Fig. 1: congestion heat map
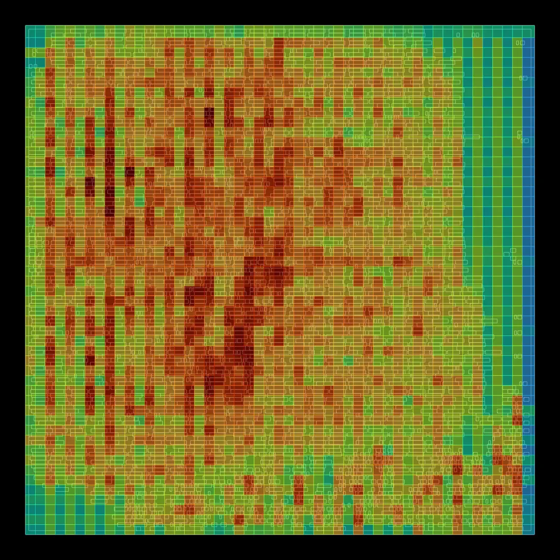
Fig. 2: metal layers overlaid
Drawn at 1 px/um.
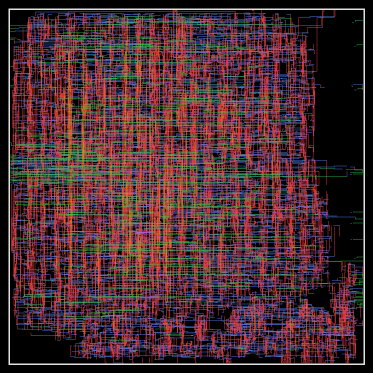
Fig. 3: signal wires on met4
Drawn at 1 px/um.
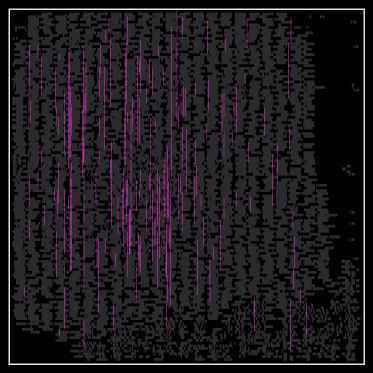
Fig. 4: clock distribution
Drawn at 1 px/um.
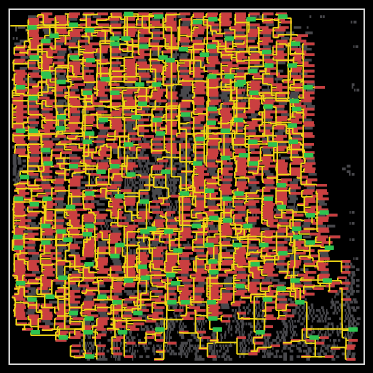
Fig. 5: zoomed window
Window x 255 to 275, y 78 to 98 um. Cells in grey, sequential cells in the stronger grey; small squares are vias.
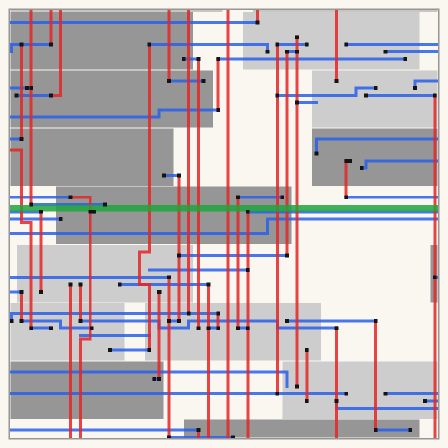
Design fb_scanout_ctrl, sky130hd; sources not shown.
==> results.toml <==
# synthesis and place-and-route metrics
[place]
place_area_um2 = 69700
port_buffers = 121
place_inst = 4807
dp_slack_ps = 785
gp_congestion = 0.855
place_hpwl_mm = 112

[timing]
holdWs_ps = 155
final-setup-viol-count = 0
fin_setup_tns_ps = 0
fmax_mhz = 148
drv_slew = 0
worstMarginPinSlew_ps = 1360
setup_slack_ps = 74.6
finalHoldViolCount = 0
slew-limit-headroom_pct = 9.21
rsz0062_at_grt = "false"
period_needed_ps = 6780

[finish]
sh_seq_area_pct = 64.8
inverters = 29
post-route-cell-area_um2 = 74900
area_growth_syn_to_layout_pct = 15.7
antennaDiodeCount = 5
final_util_pct = 61.7
ff_count = 1631
final_cells = 5109
comb_area_um2 = 15900
ff_latch_area_um2 = 48500
nClkBuffers = 204
buffers = 338
drive_gt1_share_pct = 27.3
dominant_cells = "registers"
clkCellAreaFrac_pct = 6.92
comb_area_share_pct = 21.2
nets = 3464
nMultiInputCombCells = 1185
largest_reg_flops = 1536

[grt]
grt_max_degree = 65
grt_pass1_wl_mm = 252
gr-total-overflow = 0
antenna_found_initial = 14

[worst_setup_path]
arrival_ps = 5890
worstSetupEndpointType = "output port"
cpPeakStageDelay_ps = 870
worstSetupPathDepth = 8
cp_top_family = "buffers and inverters"
path_max_fanout = 10
path_buffers = 4
cpMaxStageDelayCell = "clkbuf_1"
required_ps = 5960
start_kind = "flip-flop"

[synth]
top_area_share_pct = 71.3
yosysCellCount = 2998
syn-instance-count = 2998
synth-warning-count = 0
synth-seq-cells = 1631
ys.flop_type = "edfxtp_1"
yosys-top-cells-count = "edfxtp_1 (1,536), mux4_2 (480), nor2_1 (121)"
syn_area_um2 = 64700
async_flop_share_pct = 5.82
synth_cell_type_count = 64
ys_chip_area_um2 = 64700
ys_seq_share_pct = 75.0
avgSynthCellArea_um2 = 21.6
top_cell = "edfxtp_1"

[clocking]
clockBufferDepth = 3
cts_max_level = 4
post_cts_buffers = 0
clk_root_buffer_cell = "clkbuf_16"
cts_buffers = 163
clk_pin_slew_ps = 60
clock-sinks = 1631

[floorplan]
die_w_um = 353
die_h_um = 353
design.core.area_um2 = 121000
io_pins = 141
taps = 1625
dieArea_um2 = 125000

[route]
dr.pass1.iters = 7
ant_nets = 0
wl_per_cell_um = 34.1
drt-initial-drc-count = 4231
vias_per_cell = 6.46

[power]
leakagePower_nw = 23.9
ir_drop_v = 0.000663
cellPowerDensity_nw_per_um2 = 413
power_w = 0.0309

[run_status]
status = "finished clean"

[hold_path]
hp-class = "input pin to flip-flop"
Back to the opening pictures, Fig. 1:
GR Layer Usage met1: 40.1%
met3 Use GR: 5.96%
layer with the highest usage: met2
met2 usage: 44.6%

Back to the opening pictures, Fig. 2:
Key: purple = met5 [wire length 12.9 um]; orange = met4 [wire length 6,120 um]; green = met3 [wire length 16,600 um]; blue = met1 [wire length 67.7 mm]; red = met2 [wire length 83.6 mm]
routed via count: 32,985
gr usage total: 28.5%

Back to the opening pictures, Fig. 3:
The layer holds 3.5% of the routed length. The wires run mostly vertical.
Total Wirelength: 174 mm

Back to the opening pictures, Fig. 4:
Key: yellow = clock wires [length 18,200 um]; red = flip-flops [count 1,631]; green = cells driving clock nets [count 163]
There are 164 routed clock nets.
clock latency on the worst-skew pair: 820 ps
Clk. pwr: 0.00871 W
Clock power frac: 28.2%

Back to the opening pictures, Fig. 5:
Key: red = met2; blue = met1; green = met3
Sequential cells in the window: 6. 12 logic cells have their middle in the window. Most frequent: mux4_2 (6), edfxtp_1 (6).

-- what timing repair did --
action	CTS	global route
hold buffers	1	0
gates resized	1	0
endpoints found under the hold margin	39	0
setup endpoints to repair	11	0
-- cell usage in the layout, fill, tap and decap left out, types with 19 or more instances in the layout --
| cell | n |
|---|---|
| a21oi_1 | 37 |
| a22oi_1 | 48 |
| buf_12 | 28 |
| buf_16 | 28 |
| buf_2 | 65 |
| clkbuf_1 | 127 |
| clkbuf_16 | 165 |
| clkdlybuf4s50_1 | 96 |
| clkinv_1 | 33 |
| clkinv_2 | 29 |
| dfrtp_1 | 95 |
| edfxtp_1 | 1536 |
| ha_1 | 44 |
| inv_1 | 29 |
| mux2_2 | 31 |
| mux2i_1 | 20 |
| mux4_2 | 480 |
| nand2_1 | 94 |
| nand2b_1 | 19 |
| nand3_1 | 35 |
| nor2_1 | 57 |
| nor2_4 | 64 |
| o21ai_0 | 27 |
| xnor2_1 | 38 |
| xor2_1 | 28 |
-- power breakdown --
part	internal [W]	total [W]	switching, W
combinational	0.00437	0.0105	0.00617
clock	0.00488	0.00871	0.00383
sequential	0.0114	0.0117	0.000243
total	0.0207	0.0309	0.0102
-- logic make-up after synthesis --
kind of cell	count (synthesis)	share of synthesized area [%]
xor+xnor	66	0.893
other cells	2	0.0116
mux	531	17.6
flops	1631	75.0
buf+inv	189	1.27
fa+ha+maj	46	0.913
compound gates	159	1.62
simple gates	374	2.78
-- routing by layer --
| metal | GRT usage (%) | share of wire (%) | wire length [um] |
|---|---|---|---|
| met3 | 5.96 | 9.5 | 16600 |
| met2 | 44.6 | 48 | 83600 |
| met4 | 10.7 | 3.5 | 6120 |
| met1 | 40.1 | 39 | 67700 |
| met5 | 0 | 0.0069 | 12 |
Power and IR drop assume default switching activity.
